$ cat src/rtl/v2f_div_seq_if.sv
// rtl/v2f_div_seq_if.sv - operand/result handshake bundle for v2f_div_seq
// op_signed exists only when V2F_DIV_SEQ_SIGNED_EN is defined.
`timescale 1ns/1ps
interface v2f_div_seq_if #(parameter int WIDTH = 32);
  logic             in_valid;
  logic             in_ready;
  logic [WIDTH-1:0] a;
  logic [WIDTH-1:0] b;
  logic             out_valid;
  logic             out_ready;
  logic [WIDTH-1:0] quot;
  logic [WIDTH-1:0] rem;
  logic             div_by_zero;
`ifdef V2F_DIV_SEQ_SIGNED_EN
  logic             op_signed;

  modport master (output in_valid, a, b, out_ready, op_signed,
                  input  in_ready, out_valid, quot, rem, div_by_zero);
  modport slave  (input  in_valid, a, b, out_ready, op_signed,
                  output in_ready, out_valid, quot, rem, div_by_zero);
`else
  modport master (output in_valid, a, b, out_ready,
                  input  in_ready, out_valid, quot, rem, div_by_zero);
  modport slave  (input  in_valid, a, b, out_ready,
                  output in_ready, out_valid, quot, rem, div_by_zero);
`endif
endinterface

$ cat src/rtl/v2f_div_seq.sv
// rtl/v2f_div_seq.sv - multi-cycle restoring divider, one quotient bit per clock
// Optional signed operands via V2F_DIV_SEQ_SIGNED_EN.
`timescale 1ns/1ps
module v2f_div_seq #(
  parameter int WIDTH = 32
) (
  input logic          clk,
  input logic          rst_n,
  v2f_div_seq_if.slave bus
);
  localparam int CW = (WIDTH > 2) ? $clog2(WIDTH) : 1;

  typedef enum logic [1:0] {IDLE, BUSY, DONE} state_t;

  state_t           state;
  state_t           state_nxt;
  logic [CW-1:0]    cnt;
  logic [WIDTH-1:0] dvd;
  logic [WIDTH-1:0] dvs;
  logic [WIDTH:0]   prem;
  logic [WIDTH-1:0] quot_q;
  logic [WIDTH-1:0] rem_q;
  logic             dbz_q;

  logic             accept;
  logic [WIDTH:0]   shifted;
  logic [WIDTH:0]   prem_nxt;
  logic             qbit;
  logic [WIDTH-1:0] q_raw;
  logic [WIDTH-1:0] r_raw;
  logic [WIDTH-1:0] a_mag;
  logic [WIDTH-1:0] b_mag;
  logic [WIDTH-1:0] q_fix;
  logic [WIDTH-1:0] r_fix;

  assign accept          = bus.in_valid && (state == IDLE);
  assign bus.in_ready    = (state == IDLE);
  assign bus.out_valid   = (state == DONE);
  assign bus.quot        = quot_q;
  assign bus.rem         = rem_q;
  assign bus.div_by_zero = dbz_q;

  // dvd doubles as the quotient register: dividend bits leave at the top
  // while quotient bits enter at the bottom.
  always_comb begin
    shifted  = {prem[WIDTH-1:0], dvd[WIDTH-1]};
    qbit     = (shifted >= {1'b0, dvs});
    prem_nxt = qbit ? (shifted - {1'b0, dvs}) : shifted;
    q_raw    = {dvd[WIDTH-2:0], qbit};
    r_raw    = prem_nxt[WIDTH-1:0];
  end

`ifdef V2F_DIV_SEQ_SIGNED_EN
  logic neg_q;
  logic neg_r;
  logic a_neg;
  logic b_neg;

  always_comb begin
    a_neg = bus.op_signed && bus.a[WIDTH-1];
    b_neg = bus.op_signed && bus.b[WIDTH-1];
    a_mag = a_neg ? -bus.a : bus.a;
    b_mag = b_neg ? -bus.b : bus.b;
    q_fix = neg_q ? -q_raw : q_raw;
    r_fix = neg_r ? -r_raw : r_raw;
  end

  always_ff @(posedge clk or negedge rst_n) begin
    if (!rst_n) begin
      neg_q <= 1'b0;
      neg_r <= 1'b0;
    end else if (accept) begin
      neg_q <= a_neg ^ b_neg;
      neg_r <= a_neg;
    end
  end
`else
  always_comb begin
    a_mag = bus.a;
    b_mag = bus.b;
    q_fix = q_raw;
    r_fix = r_raw;
  end
`endif

  always_ff @(posedge clk or negedge rst_n) begin
    if (!rst_n) state <= IDLE;
    else        state <= state_nxt;
  end

  always_comb begin
    state_nxt = state;
    case (state)
      IDLE: if (bus.in_valid) state_nxt = (bus.b == '0) ? DONE : BUSY;
      BUSY: if (cnt == '0) state_nxt = DONE;
      DONE: if (bus.out_ready) state_nxt = IDLE;
      default: state_nxt = IDLE;
    endcase
  end

  always_ff @(posedge clk or negedge rst_n) begin
    if (!rst_n) begin
      cnt    <= '0;
      dvd    <= '0;
      dvs    <= '0;
      prem   <= '0;
      quot_q <= '0;
      rem_q  <= '0;
      dbz_q  <= 1'b0;
    end else begin
      if (accept) begin
        dvd  <= a_mag;
        dvs  <= b_mag;
        prem <= '0;
        cnt  <= CW'(WIDTH - 1);
        if (bus.b == '0) begin
          quot_q <= '1;
          rem_q  <= bus.a;
          dbz_q  <= 1'b1;
        end else begin
          dbz_q  <= 1'b0;
        end
      end else if (state == BUSY) begin
        prem <= prem_nxt;
        dvd  <= q_raw;
        if (cnt == '0) begin
          quot_q <= q_fix;
          rem_q  <= r_fix;
        end else begin
          cnt <= cnt - 1'b1;
        end
      end
    end
  end
endmodule

$ cat src/flat_wrapper.sv
// flat-port wrapper written by rule: the top's interface ports become plain ports
module v2f_div_seq_flat 
#(
  parameter int WIDTH = 32
)
  (clk, rst_n, bus_in_valid, bus_a, bus_b, bus_out_ready, bus_in_ready, bus_out_valid, bus_quot, bus_rem, bus_div_by_zero);
  v2f_div_seq_if #(.WIDTH(WIDTH)) bus_i ();
  input logic clk;
  input logic rst_n;
  input wire logic [$bits(bus_i.in_valid)-1:0] bus_in_valid;
  input wire logic [$bits(bus_i.a)-1:0] bus_a;
  input wire logic [$bits(bus_i.b)-1:0] bus_b;
  input wire logic [$bits(bus_i.out_ready)-1:0] bus_out_ready;
  output wire logic [$bits(bus_i.in_ready)-1:0] bus_in_ready;
  output wire logic [$bits(bus_i.out_valid)-1:0] bus_out_valid;
  output wire logic [$bits(bus_i.quot)-1:0] bus_quot;
  output wire logic [$bits(bus_i.rem)-1:0] bus_rem;
  output wire logic [$bits(bus_i.div_by_zero)-1:0] bus_div_by_zero;
  assign bus_i.in_valid = bus_in_valid;
  assign bus_i.a = bus_a;
  assign bus_i.b = bus_b;
  assign bus_i.out_ready = bus_out_ready;
  assign bus_in_ready = bus_i.in_ready;
  assign bus_out_valid = bus_i.out_valid;
  assign bus_quot = bus_i.quot;
  assign bus_rem = bus_i.rem;
  assign bus_div_by_zero = bus_i.div_by_zero;
  v2f_div_seq #(.WIDTH(WIDTH)) u_core (.clk(clk), .rst_n(rst_n), .bus(bus_i));
endmodule
$ cat config.mk
export PLATFORM = sky130hd
export DESIGN_NAME = v2f_div_seq_flat
export DESIGN_NICKNAME = d
export VERILOG_FILES = /design/src/rtl/v2f_div_seq_if.sv /design/src/rtl/v2f_div_seq.sv /design/src/flat_wrapper.sv
export SDC_FILE = /design/constraint.sdc
export NUM_CORES = 1
export LEC_CHECK = 0
export CAP_MARGIN = 10
export CELL_PAD_IN_SITES_DETAIL_PLACEMENT = 1
export CELL_PAD_IN_SITES_GLOBAL_PLACEMENT = 2
export CORE_ASPECT_RATIO = 1.2
export CORE_UTILIZATION = 36
export CTS_CLUSTER_SIZE = 14
export DETAILED_ROUTE_END_ITERATION = 10
export PLACE_DENSITY_LB_ADDON = 0.1
export SLEW_MARGIN = 0
export SYNTH_ARGS = -nofsm -noshare
export SYNTH_HDL_FRONTEND = slang
export SYNTH_SLANG_ARGS = --single-unit
export TNS_END_PERCENT = 1
$ cat constraint.sdc
create_clock -name clk -period 7.75 [get_ports clk]
set_input_delay 1.9375 -clock clk [delete_from_list [all_inputs] [get_ports clk]]
set_output_delay 1.9375 -clock clk [all_outputs]
set_load 0.1 [all_outputs]
Figure 1. Clock wires, drivers and flops.
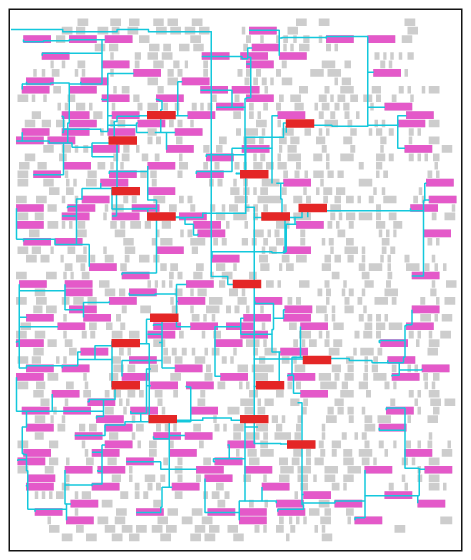
Key: clock-net drivers = red [count 17]; clock wires = cyan [length 2440 um]; flip-flops = magenta [count 168]
There are 18 routed clock nets. Position of the flops: widely spread.
clock insertion delay at the later pin of the skew report: 0.44 ns
worst clock skew: 0.0176 ns

Figure 2. Gate families picked out.
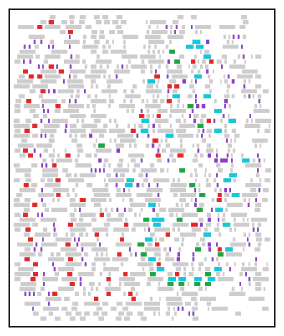
Key: fa/ha/maj cells = cyan [cells 35, most used ha_1]; mux cells = green [cells 21, most used mux2i_1]; non-inverting ao/oa cells = red [cells 67, most used o22a_1]; nand cells = purple [cells 179, most used nand2_1, where widely spread]
non-filler instance count after layout: 1399
Comb area share: 38.7%
highest-count logic cell in the final layout: dfrtp_1

Figure 3. Metal 3.
Bar = 50 um.
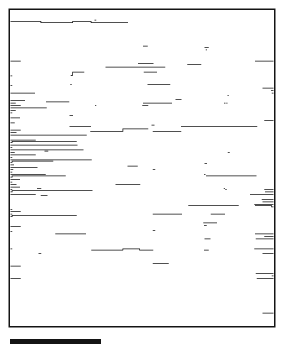
The layer carries 1140 um of wire. The wires run mostly horizontal.
via count: 7613
final wirelength: 28500 um
met3 routing resource usage after global routing: 4.86%

Figure 4. Signal wires on met2.
Cells faint in the background.
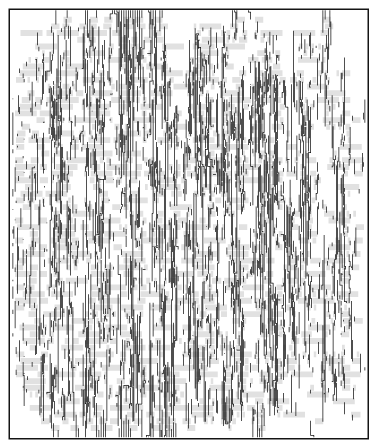
The longest straight run is 61.5 um. The wires run mostly vertical. The layer carries 13300 um of wire. 1035 nets have wire on it. The layer holds 47% of the routed length.
met2 capacity usage during global routing: 37.3%

Figure 5. Routing congestion map.
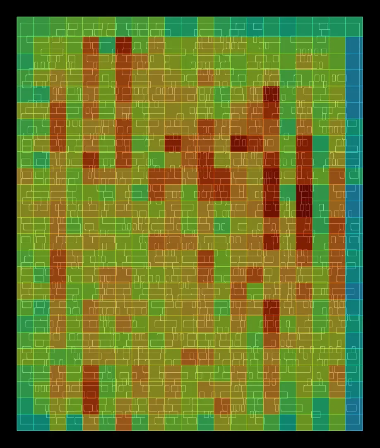
detailed-route wire length per cell: 20.4 um
busiest grt layer: met2
GRT Util Overall: 23.2%

==> flow_summary.html <==
<h3>Flow metrics</h3>
<table>
<tr><th>Metric</th><th>Value</th></tr>
<tr><th colspan="2">Clock tree</th></tr>
<tr><td>CTS sink cnt</td><td>168</td></tr>
<tr><td>Postcts setup bufs</td><td>0</td></tr>
<tr><td>Resized cells post-CTS</td><td>0</td></tr>
<tr><td>CTS max path bufs</td><td>2</td></tr>
<tr><td>CTS clock-pin slew for the worst setup and hold paths</td><td>0.08 ns</td></tr>
<tr><td>Number of buffers inserted during clock tree synthesis</td><td>17</td></tr>
<tr><th colspan="2">Final timing</th></tr>
<tr><td>Hold Violations, Final</td><td>0</td></tr>
<tr><td>Max_slew headroom</td><td>30.2%</td></tr>
<tr><td>Timing-limited maximum frequency</td><td>0.197 GHz</td></tr>
<tr><td>Finish-stage setup viols</td><td>0</td></tr>
<tr><td>Least-Margin Pin Slew</td><td>1.04 ns</td></tr>
<tr><td>Final critical delay including setup and external delays</td><td>5.07 ns</td></tr>
<tr><td>Final WS setup</td><td>2.68 ns</td></tr>
<tr><th colspan="2">Run status</th></tr>
<tr><td>Outcome</td><td>completed</td></tr>
<tr><th colspan="2">Floorplan</th></tr>
<tr><td>Floorplan Core Area</td><td>24000 um^2</td></tr>
<tr><td>Die ar.</td><td>25300 um^2</td></tr>
<tr><td>Initial core utilization</td><td>36.9%</td></tr>
<tr><td>Overall die width</td><td>145 um</td></tr>
<tr><th colspan="2">Critical path</th></tr>
<tr><td>Setup crit start kind</td><td>input pin</td></tr>
<tr><td>Critical Path Slowest Stage Cell</td><td>nor4_1</td></tr>
<tr><td>Length in cells of the worst reg-to-reg path</td><td>10</td></tr>
<tr><td>Peak fanout along the critical path</td><td>35</td></tr>
<tr><td>Data arrival time of the critical path</td><td>5.45 ns</td></tr>
<tr><td>Series of cell instances along the critical path</td><td>clkdlybuf4s50_1 &gt; nor4_1 &gt; nand4_1 &gt; nor2_1 &gt; nand2_1 &gt; nand2_2 &gt; buf_4 &gt; o21ai_0 &gt; a21oi_1 &gt; a21o_1</td></tr>
<tr><th colspan="2">Synthesis</th></tr>
<tr><td>Asr flop ratio synth</td><td>100%</td></tr>
<tr><td>Cell Type Count</td><td>66</td></tr>
<tr><td>Cells in synth_stat.txt</td><td>961</td></tr>
<tr><td>Leading post-synthesis cells by instance count</td><td>dfrtp_1, nand2_1, o21ai_0</td></tr>
<tr><td>Library cell occupying the most area in the post-synthesis netlist</td><td>dfrtp_1</td></tr>
<tr><td>Most popular library cell in the synthesized design by count</td><td>dfrtp_1</td></tr>
<tr><td>Average footprint of a synthesized cell</td><td>9.23 um^2</td></tr>
<tr><td>Synthesis Warnings</td><td>0</td></tr>
<tr><th colspan="2">Cells and area</th></tr>
<tr><td>Number of nets in the finished design</td><td>1169</td></tr>
<tr><td>Final core utilization</td><td>45.9%</td></tr>
<tr><th colspan="2">Place</th></tr>
<tr><td>Worst setup slack before clock tree synthesis</td><td>2.26 ns</td></tr>
<tr><td>Post-Place Cell Area</td><td>10500 um^2</td></tr>
<tr><th colspan="2">Route</th></tr>
<tr><td>DRC viols</td><td>0</td></tr>
<tr><th colspan="2">Global route</th></tr>
<tr><td>Wire length of the first global-routing pass</td><td>45700 um</td></tr>
<tr><th colspan="2">Flow run</th></tr>
<tr><td>Tool Warnings</td><td>27</td></tr>
<tr><td>Maxcap violations</td><td>0</td></tr>
<tr><th colspan="2">Hold path</th></tr>
<tr><td>Worst hold stages</td><td>1</td></tr>
</table>
-- cells in the final DEF, fill, tap and decap left out, types with 14 or more instances in the layout --
cell type | netlist | routed
a21o_1 | 19 | 19
dfrtp_1 | 168 | 168
nor2_1 | 49 | 48
a211oi_1 | 17 | 17
clkdlybuf4s50_1 | 0 | 133
nand3_1 | 14 | 14
xnor2_1 | 15 | 15
xor2_1 | 16 | 16
ha_1 | 34 | 34
nand2_1 | 153 | 151
clkbuf_16 | 0 | 17
mux2i_1 | 19 | 19
a21oi_1 | 88 | 87
o22a_1 | 31 | 31
a22oi_1 | 30 | 30
o21ai_0 | 91 | 91
inv_1 | 42 | 42
-- through the flow --
| step | instances | hold slack, ns |
|---|---|---|
| detailed placement | 1367 | 0.466 |
| global route | 1399 | 0.512 |
| global placement | 1367 | 0.459 |
| CTS | 1399 | 0.484 |
| finish | 1399 | 0.481 |
| floorplan | 961 | 0.452 |
-- sequential cells by signal, summed over array words and instances, names as in the netlist --
register,count
u_core.dvd,32
u_core.bus.quot,32
u_core.bus.div_by_zero,1
u_core.prem,32
u_core.cnt,5
u_core.dvs,32
u_core.bus.rem,32
u_core.state,2
-- area by class of cell --
| type | count | area, um^2 |
|---|---|---|
| clock buffer | 17 | 425 |
| inverter | 42 | 158 |
| fill | 2768 | 13000 |
| tap | 320 | 400 |
| multi-input combinational | 692 | 4270 |
| clock inverter | 15 | 163 |
| sequential | 168 | 4200 |
| timing repair buffer | 145 | 1430 |
-- path summary, 6_finish.rpt --
path                                   start                 end  slack (ns)
max                                bus_b[30]  u_core.bus.rem[16]        2.68
min                        u_core.bus.rem[6]   u_core.bus.rem[6]        0.48
max reg2reg                  u_core.prem[11]  u_core.bus.rem[14]        3.99
min reg2reg                u_core.bus.rem[6]   u_core.bus.rem[6]        0.48
max in group asynchronous              rst_n     u_core.prem[12]        4.97
min in group asynchronous              rst_n       u_core.dvs[7]        1.44
-- layer usage --
layer / global-route usage (%) / part of all wire [%]
met3: 4.86 / 4.0
met1: 31.1 / 47
met2: 37.3 / 47
met4: 7.72 / 2.2
met5: 0 / 0
-- cells by family (layout without fill, tap and decap cells) --
kind of cell | count (synthesis) | count (layout) | synth area share (%)
flops | 168 | 168 | 47.4
fa+ha+maj | 35 | 35 | 5.02
compound gates | 338 | 338 | 24.4
mux | 21 | 21 | 2.40
buf+inv | 101 | 219 | 4.67
simple gates | 267 | 267 | 13.0
xor+xnor | 31 | 31 | 3.06
